===== src/rtl/conv_a1_pkg.sv =====
// Shared constants, address widths and FSM state encoding for the ConvA1 controller.
package conv_a1_pkg;

    localparam int unsigned IFM_SIZE          = 32;
    localparam int unsigned KERNAL_SIZE       = 5;
    localparam int unsigned NUMBER_OF_FILTERS = 6;
    localparam int unsigned CONV_LATENCY      = 4;

    localparam int unsigned IFM_SIZE_NEXT = IFM_SIZE - KERNAL_SIZE + 1;
    localparam int unsigned NUMBER_OF_WM  = KERNAL_SIZE * KERNAL_SIZE;
    // memory read + conv unit + partial_sum/full_sum registers
    localparam int unsigned PIPE_LATENCY  = 1 + CONV_LATENCY + 2;
    localparam int unsigned IFM_PIXELS    = IFM_SIZE * IFM_SIZE;

    localparam int unsigned IFM_AW = $clog2(IFM_PIXELS);
    localparam int unsigned WM_AW  = $clog2(NUMBER_OF_FILTERS * NUMBER_OF_WM);
    localparam int unsigned BM_AW  = $clog2(NUMBER_OF_FILTERS);
    localparam int unsigned OFM_AW = $clog2(IFM_SIZE_NEXT * IFM_SIZE_NEXT);
    localparam int unsigned CNT_W  = IFM_AW;
    localparam int unsigned TAG_W  = 1 + OFM_AW;

    typedef enum logic [2:0] {
        IDLE,
        LOAD_W,
        STREAM,
        DRAIN,
        DONE
    } state_t;

endpackage


===== src/rtl/conv_a1_controller_if.sv =====
// Control/strobe bundle between the ConvA1 sequencer (master) and datapath/RISC-V side (slave).
interface conv_a1_controller_if;
    import conv_a1_pkg::*;

    logic                         start;
    logic                         busy;
    logic                         done;
    logic                         ifm_enable_read_current;
    logic [IFM_AW-1:0]            ifm_address_read_current;
    logic                         fifo_enable;
    logic                         conv_enable;
    logic                         wm_addr_sel;
    logic                         wm_enable_read;
    logic [WM_AW-1:0]             wm_address_read_current;
    logic                         wm_fifo_enable;
    logic                         bm_addr_sel;
    logic                         bm_enable_read;
    logic [BM_AW-1:0]             bm_address_read_current;
    logic [NUMBER_OF_FILTERS-1:0] ofm_enable_write;
    logic [OFM_AW-1:0]            ofm_address_write;

    modport master (
        input  start,
        output busy, done,
        output ifm_enable_read_current, ifm_address_read_current,
        output fifo_enable, conv_enable,
        output wm_addr_sel, wm_enable_read, wm_address_read_current, wm_fifo_enable,
        output bm_addr_sel, bm_enable_read, bm_address_read_current,
        output ofm_enable_write, ofm_address_write
    );

    modport slave (
        output start,
        input  busy, done,
        input  ifm_enable_read_current, ifm_address_read_current,
        input  fifo_enable, conv_enable,
        input  wm_addr_sel, wm_enable_read, wm_address_read_current, wm_fifo_enable,
        input  bm_addr_sel, bm_enable_read, bm_address_read_current,
        input  ofm_enable_write, ofm_address_write
    );

endinterface


===== src/rtl/conv_a1_controller_tag_delay_line.sv =====
// Fixed-depth shift register with synchronous clear; aligns OFM write tags to datapath latency.
module tag_delay_line #(
    parameter int unsigned DEPTH = 7,
    parameter int unsigned WIDTH = 11
) (
    input  logic             clk,
    input  logic             i_clear,
    input  logic [WIDTH-1:0] i_data,
    output logic [WIDTH-1:0] o_data
);

    logic [WIDTH-1:0] r_stage [DEPTH];

    always_ff @(posedge clk) begin
        if (i_clear) begin
            for (int unsigned i = 0; i < DEPTH; i++) begin
                r_stage[i] <= '0;
            end
        end else begin
            r_stage[0] <= i_data;
            for (int unsigned i = 1; i < DEPTH; i++) begin
                r_stage[i] <= r_stage[i-1];
            end
        end
    end

    assign o_data = r_stage[DEPTH-1];

endmodule


===== src/rtl/conv_a1_controller.sv =====
// ConvA1 sequencer: per filter, preload weights from WM, stream the IFM raster,
// then drain the tag pipeline so OFM writes line up with datapath latency.
module conv_a1_controller
    import conv_a1_pkg::*;
(
    input  logic                 clk,
    input  logic                 reset,
    conv_a1_controller_if.master bus
);

    state_t           r_state;
    state_t           w_state_nxt;
    logic [CNT_W-1:0] r_cnt;
    logic [CNT_W-1:0] w_cnt_nxt;
    logic [BM_AW-1:0] r_filter;
    logic [BM_AW-1:0] w_filter_nxt;

    logic             r_wm_fifo_en;
    logic             r_fifo_en;

    logic             w_busy;
    logic             w_done;
    logic             w_ifm_en;
    logic [IFM_AW-1:0] w_ifm_addr;
    logic             w_wm_en;
    logic [WM_AW-1:0] w_wm_addr;
    logic             w_bm_en;

    logic [CNT_W-1:0]  w_row;
    logic [CNT_W-1:0]  w_col;
    logic              w_tag_valid;
    logic [OFM_AW-1:0] w_tag_addr;
    logic [TAG_W-1:0]  w_dl_out;
    logic              w_dl_valid;
    logic [OFM_AW-1:0] w_dl_addr;

    always_ff @(posedge clk) begin
        if (reset) begin
            r_state      <= IDLE;
            r_cnt        <= '0;
            r_filter     <= '0;
            r_wm_fifo_en <= 1'b0;
            r_fifo_en    <= 1'b0;
        end else begin
            r_state      <= w_state_nxt;
            r_cnt        <= w_cnt_nxt;
            r_filter     <= w_filter_nxt;
            r_wm_fifo_en <= w_wm_en;
            r_fifo_en    <= w_ifm_en;
        end
    end

    always_comb begin
        w_state_nxt  = r_state;
        w_cnt_nxt    = r_cnt;
        w_filter_nxt = r_filter;
        w_busy       = 1'b1;
        w_done       = 1'b0;
        w_ifm_en     = 1'b0;
        w_ifm_addr   = '0;
        w_wm_en      = 1'b0;
        w_wm_addr    = '0;
        w_bm_en      = 1'b0;

        unique case (r_state)
            IDLE: begin
                w_busy = 1'b0;
                if (bus.start) begin
                    w_state_nxt  = LOAD_W;
                    w_cnt_nxt    = '0;
                    w_filter_nxt = '0;
                end
            end
            LOAD_W: begin
                w_wm_en   = 1'b1;
                w_wm_addr = WM_AW'(r_filter) * WM_AW'(NUMBER_OF_WM) + WM_AW'(r_cnt);
                if (r_cnt == CNT_W'(NUMBER_OF_WM - 1)) begin
                    w_state_nxt = STREAM;
                    w_cnt_nxt   = '0;
                end else begin
                    w_cnt_nxt = r_cnt + 1'b1;
                end
            end
            STREAM: begin
                w_ifm_en   = 1'b1;
                w_ifm_addr = IFM_AW'(r_cnt);
                w_bm_en    = 1'b1;
                if (r_cnt == CNT_W'(IFM_PIXELS - 1)) begin
                    w_state_nxt = DRAIN;
                    w_cnt_nxt   = '0;
                end else begin
                    w_cnt_nxt = r_cnt + 1'b1;
                end
            end
            DRAIN: begin
                w_bm_en = 1'b1;
                if (r_cnt == CNT_W'(PIPE_LATENCY - 1)) begin
                    w_cnt_nxt = '0;
                    if (r_filter == BM_AW'(NUMBER_OF_FILTERS - 1)) begin
                        w_state_nxt = DONE;
                    end else begin
                        w_state_nxt  = LOAD_W;
                        w_filter_nxt = r_filter + 1'b1;
                    end
                end else begin
                    w_cnt_nxt = r_cnt + 1'b1;
                end
            end
            DONE: begin
                w_done       = 1'b1;
                w_state_nxt  = IDLE;
                w_filter_nxt = '0;
            end
            default: begin
                w_state_nxt = IDLE;
            end
        endcase
    end

    // A tag is valid once a full KxK window has been shifted into the conv FIFO.
    always_comb begin
        w_row       = r_cnt / CNT_W'(IFM_SIZE);
        w_col       = r_cnt % CNT_W'(IFM_SIZE);
        w_tag_valid = (r_state == STREAM) &&
                      (w_row >= CNT_W'(KERNAL_SIZE - 1)) &&
                      (w_col >= CNT_W'(KERNAL_SIZE - 1));
        w_tag_addr  = '0;
        if (w_tag_valid) begin
            w_tag_addr = OFM_AW'((w_row - CNT_W'(KERNAL_SIZE - 1)) * CNT_W'(IFM_SIZE_NEXT) +
                                 (w_col - CNT_W'(KERNAL_SIZE - 1)));
        end
    end

    tag_delay_line #(
        .DEPTH (PIPE_LATENCY),
        .WIDTH (TAG_W)
    ) u_tag_delay (
        .clk     (clk),
        .i_clear (reset),
        .i_data  ({w_tag_valid, w_tag_addr}),
        .o_data  (w_dl_out)
    );

    assign w_dl_valid = w_dl_out[TAG_W-1];
    assign w_dl_addr  = w_dl_out[OFM_AW-1:0];

    assign bus.busy                     = w_busy;
    assign bus.done                     = w_done;
    assign bus.ifm_enable_read_current  = w_ifm_en;
    assign bus.ifm_address_read_current = w_ifm_addr;
    assign bus.fifo_enable              = r_fifo_en;
    assign bus.conv_enable              = r_fifo_en;
    assign bus.wm_addr_sel              = w_wm_en;
    assign bus.wm_enable_read           = w_wm_en;
    assign bus.wm_address_read_current  = w_wm_addr;
    assign bus.wm_fifo_enable           = r_wm_fifo_en;
    assign bus.bm_addr_sel              = w_busy;
    assign bus.bm_enable_read           = w_bm_en;
    assign bus.bm_address_read_current  = r_filter;
    assign bus.ofm_enable_write         = w_dl_valid ? (NUMBER_OF_FILTERS'(1) << r_filter) : '0;
    assign bus.ofm_address_write        = w_dl_addr;

endmodule


===== src/flat_wrapper.sv =====
// flat-port wrapper written by rule: the top's interface ports become plain ports
module conv_a1_controller_flat import conv_a1_pkg::*;
  (clk, reset, bus_start, bus_busy, bus_done, bus_ifm_enable_read_current, bus_ifm_address_read_current, bus_fifo_enable, bus_conv_enable, bus_wm_addr_sel, bus_wm_enable_read, bus_wm_address_read_current, bus_wm_fifo_enable, bus_bm_addr_sel, bus_bm_enable_read, bus_bm_address_read_current, bus_ofm_enable_write, bus_ofm_address_write);
  conv_a1_controller_if bus_i ();
  input  logic clk;
  input  logic reset;
  input wire logic [$bits(bus_i.start)-1:0] bus_start;
  output wire logic [$bits(bus_i.busy)-1:0] bus_busy;
  output wire logic [$bits(bus_i.done)-1:0] bus_done;
  output wire logic [$bits(bus_i.ifm_enable_read_current)-1:0] bus_ifm_enable_read_current;
  output wire logic [$bits(bus_i.ifm_address_read_current)-1:0] bus_ifm_address_read_current;
  output wire logic [$bits(bus_i.fifo_enable)-1:0] bus_fifo_enable;
  output wire logic [$bits(bus_i.conv_enable)-1:0] bus_conv_enable;
  output wire logic [$bits(bus_i.wm_addr_sel)-1:0] bus_wm_addr_sel;
  output wire logic [$bits(bus_i.wm_enable_read)-1:0] bus_wm_enable_read;
  output wire logic [$bits(bus_i.wm_address_read_current)-1:0] bus_wm_address_read_current;
  output wire logic [$bits(bus_i.wm_fifo_enable)-1:0] bus_wm_fifo_enable;
  output wire logic [$bits(bus_i.bm_addr_sel)-1:0] bus_bm_addr_sel;
  output wire logic [$bits(bus_i.bm_enable_read)-1:0] bus_bm_enable_read;
  output wire logic [$bits(bus_i.bm_address_read_current)-1:0] bus_bm_address_read_current;
  output wire logic [$bits(bus_i.ofm_enable_write)-1:0] bus_ofm_enable_write;
  output wire logic [$bits(bus_i.ofm_address_write)-1:0] bus_ofm_address_write;
  assign bus_i.start = bus_start;
  assign bus_busy = bus_i.busy;
  assign bus_done = bus_i.done;
  assign bus_ifm_enable_read_current = bus_i.ifm_enable_read_current;
  assign bus_ifm_address_read_current = bus_i.ifm_address_read_current;
  assign bus_fifo_enable = bus_i.fifo_enable;
  assign bus_conv_enable = bus_i.conv_enable;
  assign bus_wm_addr_sel = bus_i.wm_addr_sel;
  assign bus_wm_enable_read = bus_i.wm_enable_read;
  assign bus_wm_address_read_current = bus_i.wm_address_read_current;
  assign bus_wm_fifo_enable = bus_i.wm_fifo_enable;
  assign bus_bm_addr_sel = bus_i.bm_addr_sel;
  assign bus_bm_enable_read = bus_i.bm_enable_read;
  assign bus_bm_address_read_current = bus_i.bm_address_read_current;
  assign bus_ofm_enable_write = bus_i.ofm_enable_write;
  assign bus_ofm_address_write = bus_i.ofm_address_write;
  conv_a1_controller u_core (.clk(clk), .reset(reset), .bus(bus_i));
endmodule

===== config.mk =====
export PLATFORM = sky130hd
export DESIGN_NAME = conv_a1_controller_flat
export DESIGN_NICKNAME = d
export VERILOG_FILES = /design/src/rtl/conv_a1_pkg.sv /design/src/rtl/conv_a1_controller_if.sv /design/src/rtl/conv_a1_controller_tag_delay_line.sv /design/src/rtl/conv_a1_controller.sv /design/src/flat_wrapper.sv
export SDC_FILE = /design/constraint.sdc
export NUM_CORES = 1
export LEC_CHECK = 0
export ABC_CLOCK_PERIOD_IN_PS = 4640
export CAP_MARGIN = 20
export CELL_PAD_IN_SITES_DETAIL_PLACEMENT = 1
export CELL_PAD_IN_SITES_GLOBAL_PLACEMENT = 1
export CORE_UTILIZATION = 44
export DETAILED_ROUTE_END_ITERATION = 6
export PLACE_DENSITY_LB_ADDON = 0.1
export SKIP_LAST_GASP = 1
export SLEW_MARGIN = 20
export SYNTH_ARGS = -nofsm -noshare
export SYNTH_HDL_FRONTEND = slang
export SYNTH_SLANG_ARGS = --single-unit

===== constraint.sdc =====
create_clock -name clk -period 4.64 [get_ports clk]
set_input_delay 0.928 -clock clk [delete_from_list [all_inputs] [get_ports clk]]
set_output_delay 0.928 -clock clk [all_outputs]
set_load 0.01 [all_outputs]

==> results_dict.tcl, run 1 <==
# yosys + openroad results
set metrics [dict create \
    status "completed" \
    slew_violations 0 \
    initialDrtViolationCount 92 \
    ys_chip_area_sq_um 4510 \
    hpwl_um 6760 \
    warning_count 39 \
    fin_crit_ps 4150 \
    cpMaxStageDelayCell "clkdlybuf4s50_1" \
    worstSetupStartpoint "u_core.bus.bm_address_read_current[1]$_SDFFE_PP0P_" \
    worst-path-max-fanout 7 \
    yosys.area_share.xor_xnor_pct 1.94 \
    yosys_most_used_dff "dfxtp_1" \
    critPathLaunchType "flop" \
    cap_violations 0 \
    tightest_slew_ps 815 \
    gr-usage-all-layers_pct 18.1 \
    ys_warn_count 0 \
    seq-cell-share_pct 36.5 \
    rsz0062_at_grt "no" \
    synth_seq_share_pct 42.2 \
    inverters 35 \
    grt_pass1_wl_um 14700 \
    regToRegEndpoint "u_core.u_tag_delay.r_stage[0][9]$_SDFF_PP0_" \
    vias 3214 \
    core_sq_um 9860 \
    comb_cells 311 \
    comb_area_share_pct 44.4 \
    dp_cells 624 \
    layout.nonclk_buf_share_pct 9.46 \
    crit_required_ps 3710 \
    top_area_cell_class "combinational gates" \
    cp_data_arrival_time_ps 3230 \
    grt_pass1_vias 3136 \
    grt_overflow_total 0 \
    wl_um 8870 \
    postCtsResizedCells 0 \
    power_density_nw_per_um2 401 \
    top_area_cell "dfxtp_1" \
    avgSynthCellArea_sq_um 9.61 \
    max-slew-margin-rel_pct 45.3 \
    wl_per_cell_um 13.9 \
    synth_stat.cells 469 \
    crit_cells 10 \
    cp-end-kind "output port" \
    clkCellAreaFrac_pct 3.94 \
    fin_cells 640 \
    crit_end "bus_wm_address_read_current[7]" \
    yosys.area.top_type_share_pct 42.2 \
    ys_ff 95 \
    drc 0 \
    h-tree-depth 3 \
    ant_nets 0 \
    ys_sh_simple_pct 23.3 \
    power_mw 2.09 \
    ys_sh_adder_pct 15.6 \
    edf_count 0 \
    path_class "flop to output port" \
    synth.top_cells.by_count "dfxtp_1 (95), nor2b_1 (74), ha_1 (48)" \
    layout-drive-gt1-share_pct 5.92 \
    synthMuxAreaShare_pct 0.666 \
    grt_max_degree 80 \
    cts.sinks 95 \
    cts_tree "yes" \
    finalHoldViolations 0 \
    seq_area_sq_um 1900 \
    cts.clk_slew.worst_paths_ps 100 \
    r2r_start "u_core.r_cnt[7]$_SDFFE_PP0P_" \
    min_path_cells 1 \
    cpPeakStageDelay_ps 560 \
    cts-hold-fix-buffers 0 \
    whs_ps 440 \
    cts_setup_buffers 0 \
    setup_tns_ps 0 \
    gp_congestion 0.804 \
    ff_count 95 \
    n_all_buffers 50 \
    ioPinCount 50 \
    finalClockSkew_ps 9.30 \
    combGateArea_sq_um 2310 \
    fmax_ghz 0.241 \
    min_to "u_core.u_tag_delay.r_stage[2][5]$_SDFF_PP0_" \
    path_buffers 3 \
    critPathTopFamily "adder cells" \
    fin_crit_sh_pct 89.5 \
    peakVddDrop_v 0.000223 \
    hold_class "flop to flop" \
    drt_pass1_iterations 4 \
    hp-start "u_core.u_tag_delay.r_stage[1][5]$_SDFF_PP0_" \
    area_leaders "dfxtp_1 (42%), ha_1 (13%), nor2b_1 (10%), inv_1 (2.8%), and2_1 (2.6%)" \
    die_area_sq_um 10600 \
    n_tap_cell 133 \
    synth_cell_types 50 \
    fp-utilization_pct 45.7 \
    yosys.area_share.aoi_pct 9.78 \
    synthMostInstantiatedCell "dfxtp_1" \
    cts_max_path_buffers 2 \
    cts_buffers 9 \
    clk_latency_ps 360 \
    reg2reg_slack_ps 960 \
    fp_nets 525 \
    rr_worst_depth 15 \
    antenna_found_initial 0 \
    finalSetupViolCount 0 \
    syn_to_final_growth_pct 15.7 \
    cts-root-buf "clkbuf_8" \
    crit_chain "inv_1 -> ha_1 -> fa_1 -> inv_1 -> ha_1 -> nand2_1 -> a21o_1 -> nand3_1 -> nor3b_1 -> clkdlybuf4s50_1" \
    num_antenna_cells 0 \
    synth_area_sq_um 4510 \
    p_leak_nw 2.12 \
    rows 36 \
    num-fill-cells 1102 \
    viasPerCell 5.02 \
    ys_async_sr_fraction_pct 0 \
    fin_nets 558 \
    synthTopLogicFamily "simple AND/OR/NAND/NOR gates" \
    netlist_instances 469 \
]
-- run 1: through the flow --
| stage | cell area, sq um | setup slack, ps | utilization (%) |
|---|---|---|---|
| 3_5_place_dp | 5000 | 870 | 50.7 |
| 3_3_place_gp | 5000 | 1010 | 50.7 |
| 5_1_grt | 5210 | 310 | 52.8 |
| 4_1_cts | 5210 | 447 | 52.8 |
| 2_1_floorplan | 4510 | 1380 | - |
| 6_report | 5210 | 487 | 52.8 |
-- run 1: sequential cells by signal (all words and copies together) (netlist names) --
signal,count
u_core.u_tag_delay.r_stage,77
u_core.r_cnt,10
u_core.bus.bm_address_read_current,3
u_core.r_state,3
u_core.bus.conv_enable,1
u_core.bus.wm_fifo_enable,1
-- run 1: routing by layer --
metal  GRT usage [%]  share of wire, %  vias up
met1            22.2                47     1534
li1                -                 -     1617
met4            4.55              0.55        0
met2            31.4                49       57
met3            5.11               3.8        6
met5               0                 0        -
-- run 1: power breakdown --
group | internal, mW | total (mW) | switching [mW] | leakage, nW
Sequential | 0.839 | 0.901 | 0.0622 | 0.766
Combinational | 0.282 | 0.653 | 0.371 | 1.25
Clock | 0.216 | 0.536 | 0.320 | 0.104
Total | 1.34 | 2.09 | 0.754 | 2.12
-- run 1: placed cells by master (no fill, tap or decap), drive strengths merged, types with 6 or more instances in the layout --
cell | synthesis | layout
ha | 48 | 48
nand2 | 20 | 20
nand3 | 12 | 12
o21ai | 12 | 12
inv | 34 | 38
dfxtp | 95 | 95
a21oi | 14 | 14
nor3b | 6 | 6
a31oi | 12 | 12
clkbuf | 12 | 9
clkdlybuf4s50 | 0 | 48
xnor2 | 7 | 7
and2 | 19 | 19
nor3 | 8 | 8
nor2 | 20 | 20
nor2b | 74 | 74
**Run 1: cells by drive strength**

Scale bar: 20 um.
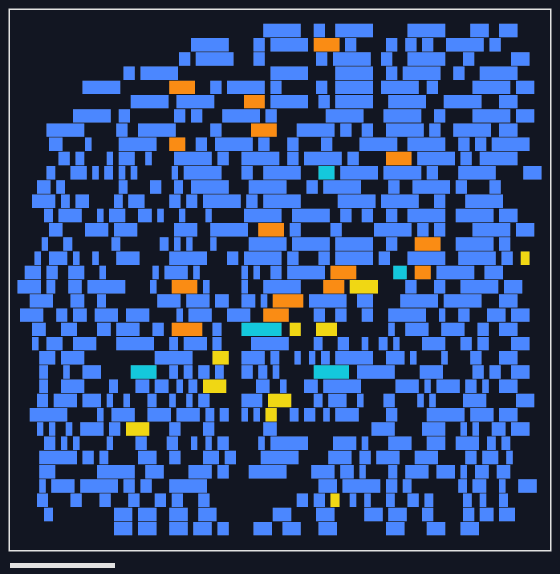
cyan -> x3 and x4  # cells 5, share 0.99%
blue -> x1 and smaller  # cells 477, share 94%
orange -> x6 and larger  # cells 15, share 3.0%
yellow -> x2  # cells 10, share 2.0%

**Run 1: pin placement**

Pins as bars across the die edge, other pins in grey.
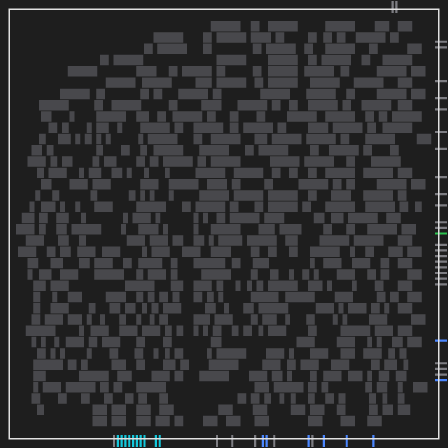
green -> `bus_wm_fifo_enable`  # pins 1, direction output, edge right
blue -> `bus_wm_address_read_current`  # pins 8, direction output, edge 6 bottom, 2 right
cyan -> `bus_ifm_address_read_current`  # pins 10, direction output, edge bottom
IO buf count: 49
die y size: 103 um
Die W: 103 um

**Run 1: clock routing**

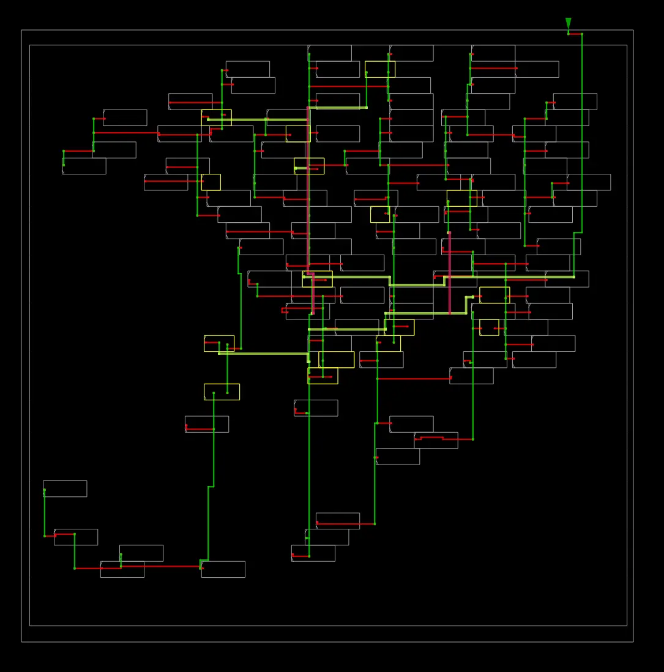
Clock group: 0.536 mW
clock buffers: 9

==> run 2, diff against run 1 <==
Settings changed: RECOVER_POWER set to 100.
**Run 2: clock routing**

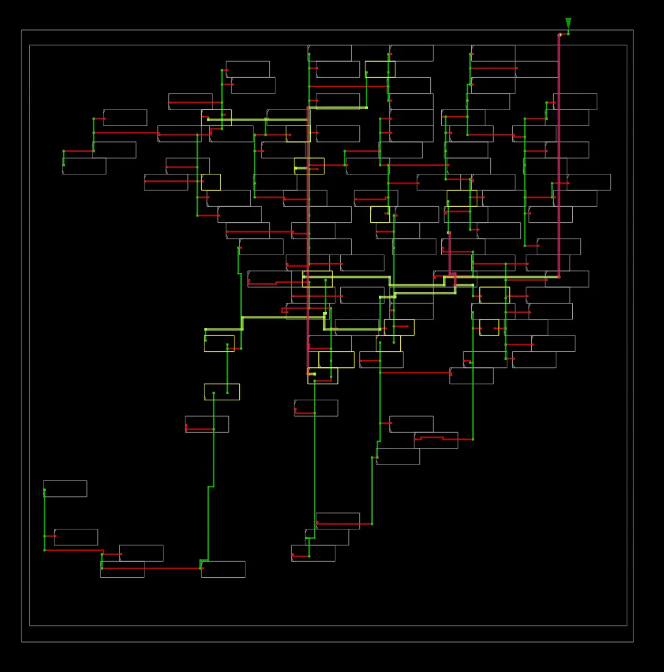
registers: 95
Clock group: 0.537 mW
Setup Skew: 8.22 ps
CTS sink cnt: 95

==> results_dict.tcl, run 2 <==
# yosys + openroad results
set metrics [dict create \
    status "completed" \
    wl_per_cell_um 13.8 \
    wl_um 8860 \
    r2r_start "u_core.r_cnt[7]$_SDFFE_PP0P_" \
    grt_pass1_vias 3136 \
    grt_pass1_wl_um 14700 \
    use_met2_pct 31.4 \
    setup_tns_ps 0 \
    cp-end-kind "output port" \
    synth_area_sq_um 4510 \
    top_area_cell "dfxtp_1" \
    ys_warn_count 0 \
    layout-drive-gt1-share_pct 3.94 \
    synthMostInstantiatedCell "dfxtp_1" \
    port_buffers 49 \
    cts_max_path_buffers 2 \
    hpwl_um 6760 \
    path_class "flop to output port" \
    yosys_most_used_dff "dfxtp_1" \
    min_to "u_core.u_tag_delay.r_stage[2][5]$_SDFF_PP0_" \
    drc 0 \
    core_sq_um 9860 \
    grt_use_met1_pct 22.2 \
    hp-start "u_core.u_tag_delay.r_stage[1][5]$_SDFF_PP0_" \
    num_antenna_cells 0 \
    worst-path-max-fanout 7 \
    peakVddDrop_v 0.000223 \
    cp_data_arrival_time_ps 3270 \
    synth_seq_share_pct 42.2 \
    critPathLaunchType "flop" \
    cts_tree "yes" \
    rr_worst_depth 15 \
    fin_crit_ps 4200 \
    ys_async_sr_fraction_pct 0 \
    mostFrequentLayoutCells "dfxtp_1 (95), nor2b_1 (74), ha_1 (48), inv_1 (34), dlygate4sd3_1 (34)" \
    fin_nets 558 \
    postCtsResizedCells 0 \
    vias 3212 \
    ant_nets 0 \
    worstSetupStartpoint "u_core.bus.bm_address_read_current[1]$_SDFFE_PP0P_" \
    syn_to_final_growth_pct 14.4 \
    yosys.area.top_type_share_pct 42.2 \
    gr-usage-all-layers_pct 18.1 \
    viasPerCell 5.02 \
    slew_violations 0 \
    fin_crit_sh_pct 90.5 \
    met3_usage_pct 5.11 \
    largest_reg_flops 77 \
    avgSynthCellArea_sq_um 9.61 \
    combGateArea_sq_um 2250 \
    cts-hold-fix-buffers 0 \
    die_width_um 103 \
    max-slew-margin-rel_pct 26.7 \
    min_path_cells 1 \
    seq_area_sq_um 1900 \
    postLayoutCoreUtil_pct 52.2 \
    finalHoldViolations 0 \
    area_leaders "dfxtp_1 (42%), ha_1 (13%), nor2b_1 (10%), inv_1 (2.8%), and2_1 (2.6%)" \
    cts_setup_buffers 0 \
    largest-register "u_core.u_tag_delay.r_stage" \
    cts-root-buf "clkbuf_8" \
    grt_overflow_total 0 \
    netlist_instances 469 \
    fmax_ghz 0.238 \
    ys_chip_area_sq_um 4510 \
    grt_max_degree 80 \
    ioPinCount 50 \
    crit_required_ps 3710 \
    warning_count 39 \
    gp_congestion 0.804 \
    ys_ff 95 \
    tightest_slew_ps 1100 \
    initialDrtViolationCount 104 \
    layout_top_cell "dfxtp_1" \
    power_density_nw_per_um2 399 \
    drt_pass1_iterations 4 \
    antenna_found_initial 0 \
    cts_buffers 9 \
    regToRegEndpoint "u_core.u_tag_delay.r_stage[0][9]$_SDFF_PP0_" \
    rows 36 \
    synth_cell_types 50 \
    finalSetupViolCount 0 \
    cts.clk_slew.worst_paths_ps 100 \
    fp_nets 525 \
    die_area_sq_um 10600 \
    edf_count 0 \
    die_h_um 103 \
    cap_violations 0 \
    crit_end "bus_wm_address_read_current[7]" \
    synth_stat.cells 469 \
    p_leak_nw 2.20 \
    reg_top3 "u_core.u_tag_delay.r_stage: 77 flops, u_core.r_cnt: 10 flops" \
    h-tree-depth 3 \
    synth.top_cells.by_count "dfxtp_1 (95), nor2b_1 (74), ha_1 (48)" \
    rsz0062_at_grt "no" \
    fp-utilization_pct 45.7 \
    top_usage_layer "met2" \
    reg2reg_slack_ps 960 \
    hold_class "flop to flop" \
    num-fill-cells 1106 \
]
**Run 2: clock wires, drivers and flops**

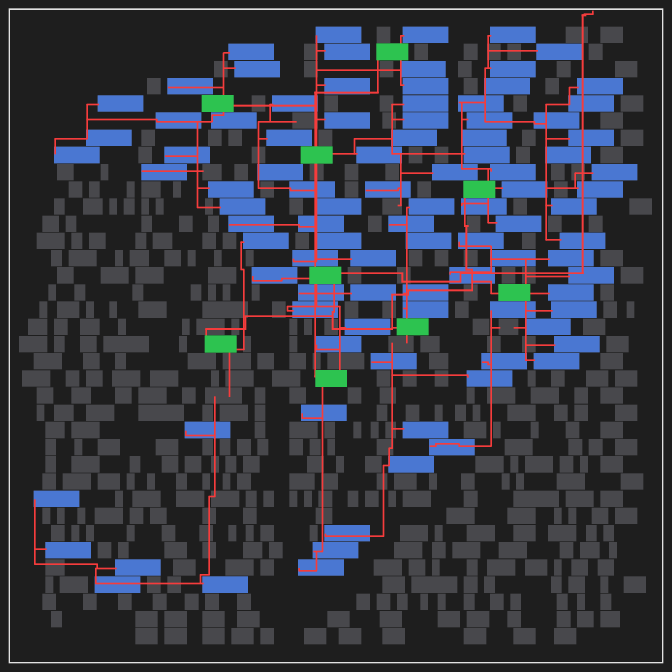
red -> clock wires  # length 1030 um
blue -> flip-flops  # count 95
green -> clock-net drivers  # count 9
routed clock nets = 10
clock power share: 26.2%
Clock Latency Late Sink: 360 ps

==> run 2: netlist changes by cell type in the layout (fill, tap and decap cells not counted), moves of 2 or more <==
cell,before,now
and2_0,0,11
and2_1,19,8
clkdlybuf4s50_1,48,14
dlygate4sd3_1,0,34
o211ai_1,0,2
==> run 2: final cells by class <==
class	instances	area share (%)
clock buffers	9	2.40
clock inverters	7	1.58
inverters	35	2.57
multi-input cells	311	43.8
flip-flops and latches	95	36.9
well taps	133	3.23
repair buffers	50	9.54
==> run 2: per-stage QoR <==
step                std cells  hold slack [ps]  worst slack [ps]  cell area (sq um)  power, mW
floorplan                 469              414              1380               4510       1.38
global placement          624              415              1010               5000       1.54
detailed placement        624              425               870               5000       1.57
CTS                       640              445               447               5210       2.11
global route              640              454               262               5150       2.20
finish                    640              440               442               5150       2.05
==> run 2: power by group <==
part	internal (mW)	switching (mW)	total, mW
logic	0.259	0.362	0.620
clock network	0.216	0.321	0.537
registers	0.839	0.0575	0.896
==> run 2: critical path, cell delays in order (launching register included) <==
cell	delay, ps
dfxtp_1	480
inv_1	130
ha_1	330
fa_1	480
inv_1	40
ha_1	340
nand2_1	70
a21o_1	170
nand3_1	70
nor3b_1	160
dlygate4sd3_1	620
==> run 2: logic make-up after synthesis <==
group	count (synthesis)	share of synthesized area, %
adders and majority gates	53	15.6
DFF	95	42.2
AOI/OAI and AO/OA	63	9.78
and+or+nand+nor	182	23.3
buffers and inverters	63	6.58
xor gates and xnor gates	10	1.94
muxes	3	0.667
==> run 2: per-layer routing <==
metal / vias up / wire (um)
li1: 1615 / -
met2: 58 / 4290
met5: - / 0
met3: 9 / 357
met4: 0 / 95
met1: 1530 / 4110
==> run 3, diff against run 2 <==
Settings changed: CORE_MARGIN set to 2, CTS_CLUSTER_SIZE set to 14.
**Run 3: clock routing**

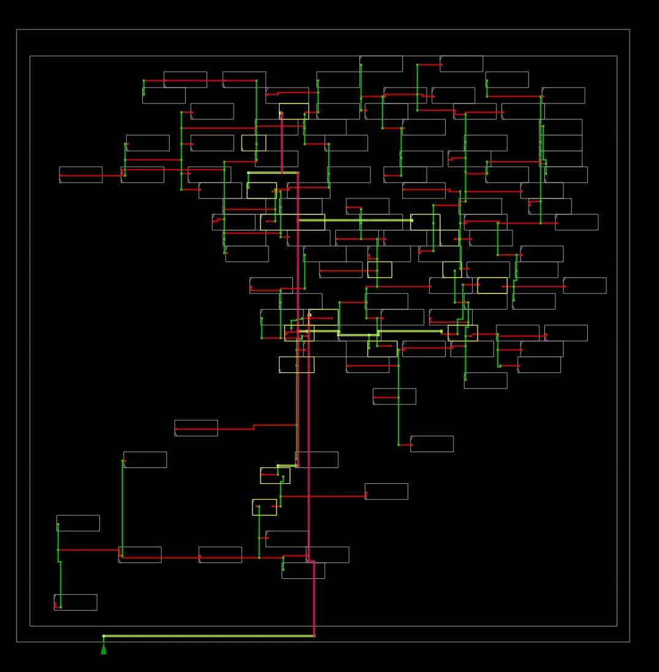
Setup Skew: 11.2 ps
Clock group: 0.590 mW
CTS Buf Count: 9

==> results_dict.tcl, run 3 <==
# yosys + openroad results
set metrics [dict create \
    grt_overflow_total 0 \
    top_area_cell "dfxtp_1" \
    synth_seq_share_pct 42.2 \
    yosys.area.top_type_share_pct 42.2 \
    netlist_instances 469 \
    yosys_most_used_dff "dfxtp_1" \
    tightest_slew_ps 2560 \
    path_class "flop to output port" \
    die_area_sq_um 11100 \
    largest-register "u_core.u_tag_delay.r_stage" \
    critPathTopFamily "adder cells" \
    cts.sinks 95 \
    fp-utilization_pct 45.7 \
    cts-hold-fix-buffers 0 \
    postCtsResizedCells 0 \
    worst_slack_ps 471 \
    layout_top_cell "dfxtp_1" \
    cp_data_arrival_time_ps 3240 \
    mostFrequentLayoutCells "dfxtp_1 (95), nor2b_1 (74), ha_1 (48), inv_1 (34), dlygate4sd3_1 (33)" \
    whs_ps 438 \
    setup_tns_ps 0 \
    critPathLaunchType "flop" \
    cts.clk_slew.worst_paths_ps 100 \
    ioPinCount 50 \
    max-slew-margin-rel_pct -70.6 \
    warning_count 39 \
    ys_async_sr_fraction_pct 0 \
    slew_violations 68 \
    ys_chip_area_sq_um 4510 \
    cts_tree "yes" \
    die_width_um 105 \
    synth.top_cells.by_count "dfxtp_1 (95), nor2b_1 (74), ha_1 (48)" \
    reg2reg_slack_ps 960 \
    finalHoldViolations 0 \
    gr-usage-all-layers_pct 16.9 \
    cap_violations 1 \
    vias 3202 \
    hold_class "flop to flop" \
    path_buffers 3 \
    core_sq_um 9860 \
    fin_cells 640 \
    port_buffers 49 \
    cpPeakStageDelay_ps 620 \
    antenna_found_initial 0 \
    wl_per_cell_um 13.8 \
    grt_max_degree 68 \
    rsz0062_at_grt "no" \
    failed_checks "capacitance limit, slew limit" \
    fin_crit_ps 4170 \
    largest_reg_flops 77 \
    fp_nets 525 \
    gp_congestion 0.818 \
    power_mw 2.11 \
    seq_area_sq_um 1900 \
    place_ws_ps 899 \
    ant_nets 0 \
    synth_stat.cells 469 \
    crit_chain "inv_1 -> ha_1 -> fa_1 -> inv_1 -> ha_1 -> nand2_1 -> a21o_1 -> nand3_1 -> nor3b_1 -> dlygate4sd3_1" \
    synth_area_sq_um 4510 \
    cts_max_path_buffers 2 \
    power_density_nw_per_um2 408 \
    p_leak_nw 2.20 \
    fmax_ghz 0.240 \
    area_leaders "dfxtp_1 (42%), ha_1 (13%), nor2b_1 (10%), inv_1 (2.8%), and2_1 (2.6%)" \
    clk_latency_ps 360 \
    h-tree-depth 3 \
    hpwl_um 6600 \
    grt_pass1_vias 3169 \
    edf_count 0 \
    cts-root-buf "clkbuf_8" \
    postLayoutCoreUtil_pct 52.4 \
    dp_cells 624 \
    status "finished, violations left" \
    cpMaxStageDelayCell "dlygate4sd3_1" \
    design_area_sq_um 5160 \
    fin_nets 558 \
    synthMostInstantiatedCell "dfxtp_1" \
    ys_warn_count 0 \
    num-fill-cells 1108 \
    reg_top3 "u_core.u_tag_delay.r_stage: 77 flops, u_core.r_cnt: 10 flops" \
    avgSynthCellArea_sq_um 9.61 \
    viasPerCell 5.00 \
    syn_to_final_growth_pct 14.6 \
    ys_ff 95 \
]
**Run 3: pin placement**

Pins as bars across the die edge, other pins in grey.
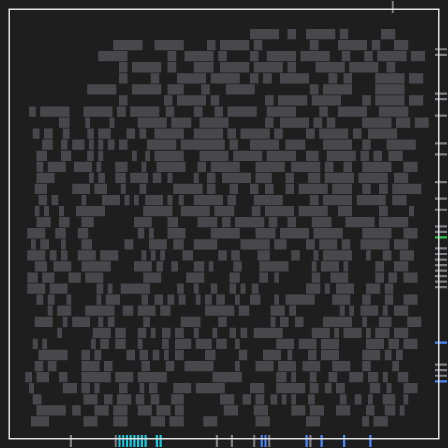
cyan -> `bus_ifm_address_read_current`  # pins 10, direction output, edge bottom
green -> `bus_wm_fifo_enable`  # pins 1, direction output, edge right
blue -> `bus_wm_address_read_current`  # pins 8, direction output, edge 6 bottom, 2 right

## run 3: worst paths after layout
check,start,end,cells past startpoint
setup reg to reg,u_core.r_cnt[7]$_SDFFE_PP0P_,u_core.u_tag_delay.r_stage[0][9]$_SDFF_PP0_,15
setup / recovery,u_core.bus.bm_address_read_current[1]$_SDFFE_PP0P_,bus_wm_address_read_current[7],10
hold / removal,u_core.u_tag_delay.r_stage[2][3]$_SDFF_PP0_,u_core.u_tag_delay.r_stage[3][3]$_SDFF_PP0_,1
hold reg to reg,u_core.u_tag_delay.r_stage[2][3]$_SDFF_PP0_,u_core.u_tag_delay.r_stage[3][3]$_SDFF_PP0_,1
## run 3: final cells by class
| type | instances | area share (%) |
|---|---|---|
| inverters | 35 | 2.57 |
| clock inverters | 7 | 1.89 |
| multi-input cells | 311 | 43.7 |
| repair buffers | 50 | 9.45 |
| well taps | 133 | 3.22 |
| clock buffers | 9 | 2.40 |
| flip-flops and latches | 95 | 36.8 |
## run 3: cell families (layout without fill, tap and decap cells)
group | after synthesis | after routing | synth area share [%]
buffers and inverters | 63 | 101 | 6.58
XOR/XNOR | 10 | 10 | 1.94
multiplexers | 3 | 3 | 0.667
AND-OR/OR-AND | 63 | 63 | 9.78
flip-flops | 95 | 95 | 42.2
adder cells (fa/ha/maj) | 53 | 53 | 15.6
AND/OR/NAND/NOR | 182 | 182 | 23.3
## run 3: per-layer routing
layer  track usage, %  wire length (um)  up-vias
li1                 -                 -     1608
met1             22.6              4300     1543
met2             27.7              4200       43
met3             2.93               237        8
met4             5.14               116        0
met5                0                 0        -
## run 3: report_power, final
group          total, mW  internal (mW)  switching, mW
clock              0.590          0.268          0.322
sequential         0.899          0.839         0.0604
combinational      0.618          0.259          0.359
total               2.11           1.37          0.741
Power and IR drop assume default switching activity.
